==> config.mk <==
export PLATFORM = sky130hd
export DESIGN_NAME = led_pattern_gen
export DESIGN_NICKNAME = d
export VERILOG_FILES = /design/src/rtl/led_pattern_gen.sv
export SDC_FILE = /design/constraint.sdc
export NUM_CORES = 1
export LEC_CHECK = 0
export CAP_MARGIN = 30
export CORE_ASPECT_RATIO = 0.9
export CORE_MARGIN = 5
export CORE_UTILIZATION = 60
export CTS_CLUSTER_SIZE = 30
export DETAILED_ROUTE_END_ITERATION = 6
export PLACE_DENSITY = 0.78
export SYNTH_ARGS = -nofsm -noshare
export SYNTH_HDL_FRONTEND = slang
export SYNTH_SLANG_ARGS = --single-unit
==> constraint.sdc <==
create_clock -name clk -period 4.5 [get_ports clk]
set_clock_uncertainty 0.2 [all_clocks]
set_input_delay 0.675 -clock clk [delete_from_list [all_inputs] [get_ports clk]]
set_output_delay 0.675 -clock clk [all_outputs]
set_load 0.005 [all_outputs]
Fig. 1: metal 4
Drawn at 2 px/µm. Cells faint in the background.
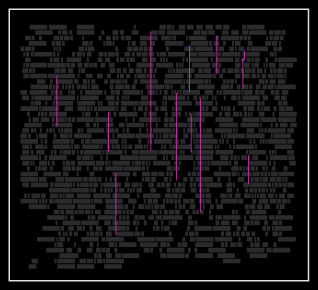
share of all routed wire: 1.3%
nets with wire on the layer: 5
main direction: vertical
longest straight run: 59.2 µm
routed wire length: 24.6 mm
routed vias: 8557

Fig. 2: clock wires, drivers and flops
Drawn at 2 px/µm.
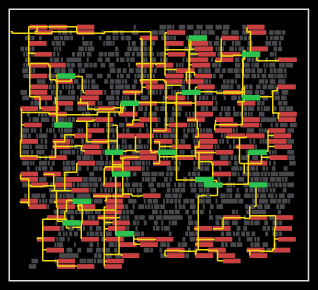
legend:
  clock drivers:
    color: green
    count: 17
  flip-flops:
    color: red
    count: 171
  clock wires:
    color: yellow
    length: 2040 µm
flops lie: widely spread
Clk pwr share: 34.8%
clock group power: 1.49 mW
Latency at later pin: 0.44 ns

Fig. 3: a small window of the routed layout
Region (102, 24) to (122, 44) µm. Cells in gray, sequential cells in the stronger gray; small squares are vias.
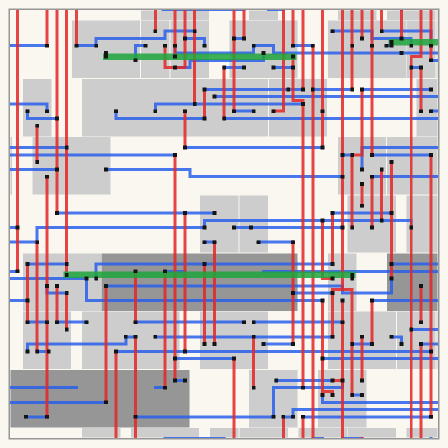
legend:
  metal 3:
    color: green
  metal 1:
    color: blue
  metal 2:
    color: red
sequential cells in the window: 2
most frequent: nor2_1 (3)
cells with their middle in the window: 26

==> results.cfg <==
; implementation run metrics
[status]
status = complete, no violations

[route]
firstDrtPassIters = 5
dr_wl_met2_mm = 11.4
wl_per_cell_um = 17.2
drtIter0Drc = 508
drcViolationCount = 0
routed.top_layer = met4
routedLengthMet1_mm = 11.7
antenna_left = 0
viasPerCell = 6.00
dr_wl_met3_mm = 1.10

[final_timing]
max_slew_margin_pct = 33.9
finalHoldViolations = 0
period_needed_ns = 3.87
slew_viol_final = 0
rsz0062_at_grt = no
timing.fmax_mhz = 258
setup_ws_ns = 0.631
period_used_pct = 86.0
setup_tns_ns = 0
finalSetupViolations = 0
tightestPinTransition_ns = 0.991

[logic_synthesis]
ys_seq_share_pct = 41.4
ys_sh_simple_pct = 27.5
async_flop_share_pct = 100
syn_nets = 1243
yosys.area.top_type = dfrtp_1
logic_family = simple AND/OR/NAND/NOR gates
adder_share_pct = 4.56
flop_cell = dfrtp_1
common_cells = nand2_1 (215), dfrtp_1 (139), nor3_1 (69)
ys_area_um2 = 10400
ys_types = 73
netlist.area_leader.share_pct = 33.4
netlist_instances = 1178
synth_area_um2 = 10400
yosysWarnings = 0
ys_cells = 1178
syn_avg_cell_area_um2 = 8.85
ys_sh_xor_pct = 7.70
synth.ff_latch_count = 171
post-synth-top-count-cell = nand2_1
area_leaders = dfrtp_1 (33%), dfstp_2 (8.1%), nand2_1 (7.7%)
synthMuxAreaShare_pct = 2.75
aoi_share_pct = 11.9
edf_count = 0

[global_routing]
grt_start_max_net_pins = 106
met3_usage_pct = 4.13
grt_pass1_vias = 8098
top_usage_layer = met2
met2_usage_pct = 39.4
overflow = 0
grtUsageMet1_pct = 36.4
antenna_found_initial = 0
grt_pass1_wl_mm = 40.9
grt_usage_pct = 25.1

[clock_network]
clockBufferDepth = 2
h-tree-depth = 4
cts_tree = built
holdBufCountCts = 0
postCtsSetupRepairBufs = 0
cts_buffers = 17
clock_sinks = 171
cts_root_buffer = clkbuf_16
post_cts_resized = 0
path_clk_slew_ns = 0.07

[layout]
flop-count = 171
nMultiInputCombCells = 897
n_all_inverters = 48
mi_logic_area_um2 = 5670
ff_latch_area_um2 = 4320
comb_share_pct = 49.3
dominant_cells = combinational gates
final_cell_area_um2 = 11500
clkbuf_count = 18
sh_seq_area_pct = 37.5
final_cell_mix = nand2_1 (215), dfrtp_1 (139), nor3_1 (69), o21ai_0 (67), xor2_1 (54)
fin_nets = 1243
n_antenna_cell = 0
layout_top_cell = nand2_1
buffer_area_share_pct = 3.82
num-nonclk-buffers = 43
fill_cells = 1332
clk_share_pct = 5.24
drive_gt1_share_pct = 8.98
syn2layout_area_growth_pct = 10.4

[setup_path]
cp.arrival_ns = 3.97
path_cells = inv_1, ha_1, or4b_1, or3_1, o311ai_0, nand4_1, nor4_4, nor3_1
slowest_stage = or4b_1
worstSetupEndpointType = register
cp-start-kind = register
crit_fanout = 10
cp_data_required_time_ns = 4.60
critPathKind = reg -> reg
critPathMaxStageDelay_ns = 0.65
r2r_setup_slack_ns = 0.63
reg2reg_depth = 8

[power]
power_frac_seq_pct = 44.6
p_sw_share_pct = 31.1
p_comb_share_pct = 20.6
leakage_nw = 4.98
p_int_mw = 2.95
ir_drop_uv = 331
power_density_nw_per_um2 = 372
p_switching_mw = 1.33

[placed_design]
routabilityCongestion = 0.915
io_buffers = 32
dpl_cell_area_um2 = 10900
dp_hpwl_mm = 17.1
post-place-ws_ns = 0.677

[floorplanning]
fp-utilization_pct = 61.5
pin_count = 33
die-area_um2 = 20100
num_tap_cells = 235
dieWidth_um = 149
rows = 45
core_area_um2 = 16900
dieHeight_um = 135

[min_path]
hold_class = reg -> reg
holdPathStages = 1

[run]
maxCapViolations = 0
warnings = 28
[worst max-delay path: cells and delay by family, from the launching register on]
kind	cells	cell delay, ns
simple gates	5	2.11
fa+ha+maj	1	0.30
flops	1	0.44
buf+inv	1	0.12
compound gates	1	0.56
[power by group through the flow]
stage	logic, mW	clock network (mW)	registers, mW
5_1_grt	0.984	1.59	1.93
6_report	0.880	1.49	1.91
2_1_floorplan	0.698	0	1.83
3_5_place_dp	0.863	0	1.93
3_3_place_gp	0.841	0	1.92
4_1_cts	0.872	1.53	1.90
[per-stage QoR]
step	total power [mW]	util, %	instances	hold slack [ns]
floorplan	2.53	-	1178	0.179
global placement	2.76	64.1	1392	0.266
detailed placement	2.79	64.1	1392	0.266
CTS	4.30	67.7	1424	0.188
global route	4.51	67.9	1426	0.298
finish	4.28	67.9	1426	0.273
Power is estimated from default activity; no workload was simulated.
